File: src/rtl/ex_mem_stage.sv
// EX/MEM pipeline register for the MIPS datapath. It captures ALU results and control bits,
// and it turns overflow or misaligned-address status into a precise, held exception request.
module ex_mem_stage #(
  parameter int CNT_W = 8
) (
  input  logic             clk,
  input  logic             reset,
  input  logic             EX_valid,
  input  logic [31:0]      EX_pc,
  input  logic [31:0]      EX_ALU_result,
  input  logic [7:0]       EX_ALU_status,
  input  logic [31:0]      EX_store_data,
  input  logic             EX_mem_read,
  input  logic             EX_mem_write,
  input  logic             EX_reg_write,
  input  logic [4:0]       EX_write_reg,
  input  logic             EX_ovf_trap_en,
  input  logic             MEM_stall,
  input  logic             MEM_flush,
  input  logic             EXC_ack,
  output logic             EX_ready,
  output logic             MEM_valid,
  output logic [31:0]      MEM_pc,
  output logic [31:0]      MEM_ALU_result,
  output logic [31:0]      MEM_store_data,
  output logic             MEM_mem_read,
  output logic             MEM_mem_write,
  output logic             MEM_reg_write,
  output logic [4:0]       MEM_write_reg,
  output logic             MEM_zero,
  output logic             EXC_req,
  output logic [4:0]       EXC_cause,
  output logic [31:0]      EXC_epc,
  output logic [31:0]      EXC_badvaddr,
  output logic [CNT_W-1:0] EXC_count
);

  localparam logic [4:0] CAUSE_ADEL = 5'd4;
  localparam logic [4:0] CAUSE_ADES = 5'd5;
  localparam logic [4:0] CAUSE_OV   = 5'd12;

  typedef enum logic {RUN, TRAP} state_t;

  state_t      state_reg;
  state_t      state_next;
  logic        accept;
  logic        exc_ovf;
  logic        exc_adel;
  logic        exc_ades;
  logic        exc_hit;
  logic        exc_take;
  logic [4:0]  cause_next;
  logic [31:0] badvaddr_next;

  // Carry, negative, div_zero and the two low status bits play no part in this stage.
  logic unused_status;
  assign unused_status = ^{EX_ALU_status[5:4], EX_ALU_status[2:0]};

  assign accept   = EX_ready && EX_valid;
  assign exc_ovf  = EX_ALU_status[6] && EX_ovf_trap_en;
  assign exc_adel = EX_ALU_status[3] && EX_mem_read;
  assign exc_ades = EX_ALU_status[3] && EX_mem_write;
  assign exc_hit  = accept && (exc_ovf || exc_adel || exc_ades);
  // A flush squashes the instruction before it can fault.
  assign exc_take = exc_hit && !MEM_flush;

  always_comb begin
    cause_next    = CAUSE_ADES;
    badvaddr_next = EX_ALU_result;
    if (exc_ovf) begin
      cause_next    = CAUSE_OV;
      badvaddr_next = 32'h0;
    end else if (exc_adel) begin
      cause_next    = CAUSE_ADEL;
    end
  end

  always_ff @(posedge clk) begin
    if (reset) begin
      state_reg <= RUN;
    end else begin
      state_reg <= state_next;
    end
  end

  always_comb begin
    state_next = state_reg;
    case (state_reg)
      RUN:     if (exc_take) state_next = TRAP;
      TRAP:    if (!MEM_flush && EXC_ack) state_next = RUN;
      default: state_next = RUN;
    endcase
  end

  always_comb begin
    EX_ready = (state_reg == RUN) && !MEM_stall;
  end

  always_ff @(posedge clk) begin
    if (reset) begin
      MEM_valid      <= 1'b0;
      MEM_pc         <= 32'h0;
      MEM_ALU_result <= 32'h0;
      MEM_store_data <= 32'h0;
      MEM_mem_read   <= 1'b0;
      MEM_mem_write  <= 1'b0;
      MEM_reg_write  <= 1'b0;
      MEM_write_reg  <= 5'd0;
      MEM_zero       <= 1'b0;
      EXC_req        <= 1'b0;
      EXC_cause      <= 5'd0;
      EXC_epc        <= 32'h0;
      EXC_badvaddr   <= 32'h0;
      EXC_count      <= '0;
    end else if (MEM_flush || state_reg == TRAP) begin
      // Data fields hold; only the side-effect bits are cleared.
      MEM_valid     <= 1'b0;
      MEM_mem_read  <= 1'b0;
      MEM_mem_write <= 1'b0;
      MEM_reg_write <= 1'b0;
      if (!MEM_flush && EXC_ack) begin
        EXC_req <= 1'b0;
      end
    end else if (!MEM_stall) begin
      MEM_pc         <= EX_pc;
      MEM_ALU_result <= EX_ALU_result;
      MEM_store_data <= EX_store_data;
      MEM_write_reg  <= EX_write_reg;
      MEM_zero       <= EX_ALU_status[7];
      if (exc_hit) begin
        MEM_valid     <= 1'b0;
        MEM_mem_read  <= 1'b0;
        MEM_mem_write <= 1'b0;
        MEM_reg_write <= 1'b0;
        EXC_req       <= 1'b1;
        EXC_cause     <= cause_next;
        EXC_epc       <= EX_pc;
        EXC_badvaddr  <= badvaddr_next;
        if (EXC_count != '1) begin
          EXC_count <= EXC_count + CNT_W'(1);
        end
      end else begin
        MEM_valid     <= EX_valid;
        MEM_mem_read  <= EX_valid && EX_mem_read;
        MEM_mem_write <= EX_valid && EX_mem_write;
        MEM_reg_write <= EX_valid && EX_reg_write;
      end
    end
  end

endmodule

File: config.mk
export PLATFORM = sky130hd
export DESIGN_NAME = ex_mem_stage
export DESIGN_NICKNAME = d
export VERILOG_FILES = /design/src/rtl/ex_mem_stage.sv
export SDC_FILE = /design/constraint.sdc
export NUM_CORES = 1
export LEC_CHECK = 0
export CORE_MARGIN = 3
export CORE_UTILIZATION = 30
export DETAILED_ROUTE_END_ITERATION = 12
export PLACE_DENSITY = 0.6
export SYNTH_ARGS = -nofsm -noshare
export SYNTH_HDL_FRONTEND = slang
export SYNTH_SLANG_ARGS = --single-unit
File: constraint.sdc
create_clock -name clk -period 4.35 [get_ports clk]
set_input_delay 0.87 -clock clk [delete_from_list [all_inputs] [get_ports clk]]
set_output_delay 0.87 -clock clk [all_outputs]
set_load 0.01 [all_outputs]
### Clock wires, drivers and flops

Drawn at 2 px/micron.
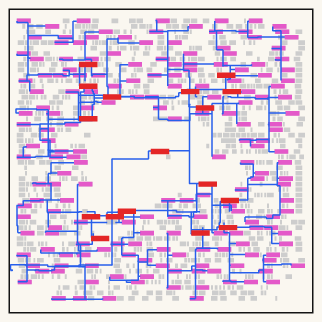
- clock wires: blue (length 2410 microns)
- clock-net drivers: red (count 17)
- flip-flops: magenta (count 183)
- flops lie: spread over the die
- routed clock nets: 18

### Wiring heat map

Drawn at 2 px/micron. 30 x 30 tiles, from white (low) to dark blue (high), scaled to the fullest tile. Values are wire area over tile area, all layers added.
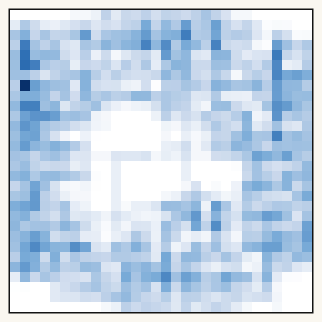
- mean over tiles: 0.15
- emptiest ninth of the die: center
- nearly empty tiles: 13%

==> impl_metrics.yaml <==
# flow metrics
outcome:
  status: "completed"
worst_setup_path:
  reg2reg_depth: 5
  r2r-end: "EXC_count[5]"
  regToRegStartpoint: "state_reg"
  crit_path_max_fanout: 9
  arrival_ps: 2220
placement:
  dp_hpwl_microns: 14230
cts:
  clk_path_buf_depth: 2
  cts_resized: 0
  path_clk_slew_ps: 80
  cts.htree.levels: 4
  cts_sinks: 183
synthesis:
  most_common_cell: "nand2_1"
  syn_avg_cell_area_sq_um: 8.406
  synth-edff-count: 0
  top_cell_area_share_pct: 58.11
  yosysChipArea_sq_mm: 0.006305
  netlist-cell-type-count: 36
  common_cells: "275 x nand2_1, 183 x dfxtp_1, 145 x a21oi_1"
  topCellsByArea: "dfxtp_1 58%, nand2_1 16%, a21oi_1 12%"
  synthCells: 750
  synth-cells-yosys: 750
final_timing:
  holdWs_ps: 454.4
  clock.fmax_ghz: 0.3234
  tightest_slew_ps: 997.7
power:
  ir_worst_vdd_v: 0.0002440
  pwr_density_cell_mw_per_mm2: 368.8
  p_leak_nw: 3.539
hold_path:
  min_path_type: "reg2reg"
  worstHoldStart: "MEM_store_data[26]"
global_routing:
  grt_pass1_wl_microns: 32210
  grt_util_all_layers_pct: 17.84
  grt_max_degree: 92
job:
  warnings: 31
  drv_cap: 0
route:
  first_pass_iters: 4
  drc: 0
  vias: 5980
  drt-initial-drc-count: 228
final_layout:
  final_area_sq_mm: 0.01003
  diodes: 0
  utilization_pct: 49.10
  layout.nets: 1136
die:
  io_pins: 304
  num_rows: 52
### Selected gate families

Drawn at 4 px/micron.
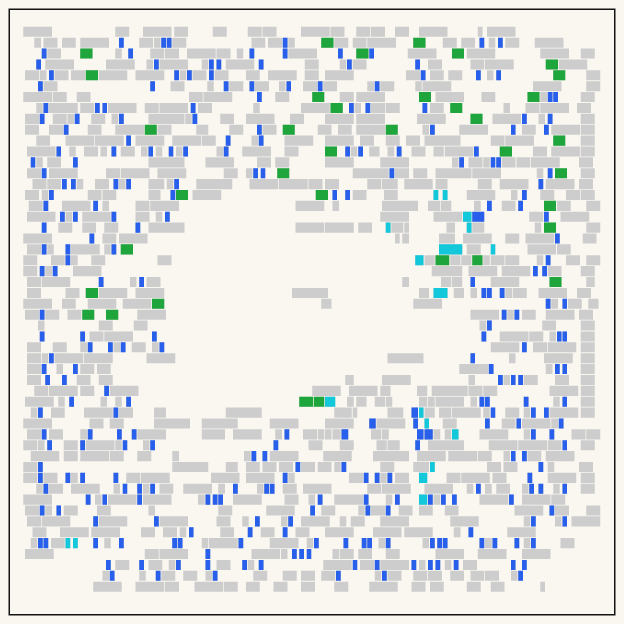
- nor cells: cyan (cells 18)
- non-inverting ao/oa cells: green (cells 36)
- nand cells: blue (cells 281; where spread over the die)

### A small window of the routed layout

Window x 60 to 90, y 30 to 60 microns. Cells in gray, sequential cells in the stronger gray; small squares are vias.
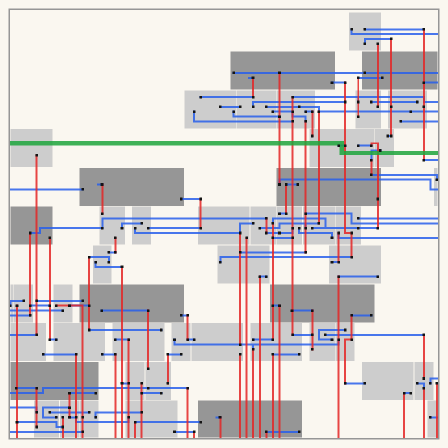
- M1: blue
- M3: green
- M2: red
- most frequent: nand2_1 (10), clkdlybuf4s50_1 (10), dfxtp_1 (8)
- netlist names of flops here include: EXC_epc (4), EXC_count (3)
- cells with their middle in the window: 44
- sequential cells in the window: 8

[where the power goes]
part | total [mW] | switching (mW) | internal [mW]
Sequential | 1.76 | 0.0302 | 1.73
Clock | 1.50 | 0.740 | 0.758
Combinational | 0.437 | 0.203 | 0.234
Total | 3.70 | 0.973 | 2.73
[metrics by stage]
stage / power [mW] / worst slack [ps] / cells
final: 3.700 / 1258 / 1299
after CTS: 3.755 / 1253 / 1299
after floorplan: 1.963 / 2036 / 751
after global routing: 3.853 / 1224 / 1299
after detailed placement: 2.243 / 1256 / 1267
after global placement: 2.240 / 1260 / 1267
[cells by family after synthesis]
kind of cell	after synthesis	share of synthesized area [%]
other cells	1	0.05948
mux	1	0.1786
compound gates	193	18.00
simple gates	309	19.53
fa+ha+maj	1	0.1984
buf+inv	62	3.929
flops	183	58.11
[cell usage in the layout, fill, tap and decap left out, types with 2 or more instances in the layout]
cell type        netlist  routed
o21ai_0                2       2
nor2_1                11      10
a22o_1                32      32
nand3_1                4       4
buf_4                  2       9
or4_1                  3       3
nor2b_1                2       2
o21a_1                 2       2
a21oi_1              145     145
dfxtp_1              183     183
inv_6                  0       6
conb_1                 1       2
a32oi_1                2       2
inv_1                  3       3
inv_8                  0       3
nand2_1              275     275
clkdlybuf4s50_1        0     295
o31ai_1                4       4
clkbuf_16              0      17
or3_1                  4       3
clkinv_2               0       3
[worst max-delay path by stage]
stage                         start      endpoint  slack, ps
after floorplan           MEM_stall  EXC_count[5]       2040
after global placement    MEM_stall  EXC_count[5]       1260
after detailed placement  MEM_stall      EX_ready       1260
after CTS                 MEM_stall      EX_ready       1250
after global routing      MEM_stall      EX_ready       1220
final                     MEM_stall      EX_ready       1260
[per-layer routing]
layer | share of wire, % | GRT usage, % | wire (microns) | up-vias
met2 | 46 | 28.18 | 9683 | 207
li1 | - | - | - | 3017
met5 | 0 | 0 | 0 | -
met1 | 44 | 23.12 | 9155 | 2746
met4 | 0.56 | 3.672 | 117 | 0
met3 | 9.7 | 7.211 | 2037 | 10
[cell type report]
type,count,area [sq um]
fillers,2029,10400
clock inverters,15,133.9
flip-flops and latches,183,3664
clock buffers,17,425.4
multi-input cells,506,2419
well taps,270,337.8
inverters,3,11.26
repair buffers,305,3040
[worst max-delay path: stages]
cell	delay, ps
clkdlybuf4s50_1	590
nor2_1	200
clkdlybuf4s50_1	560
Power figures rest on the tool's default switching activity, not on a simulated workload.
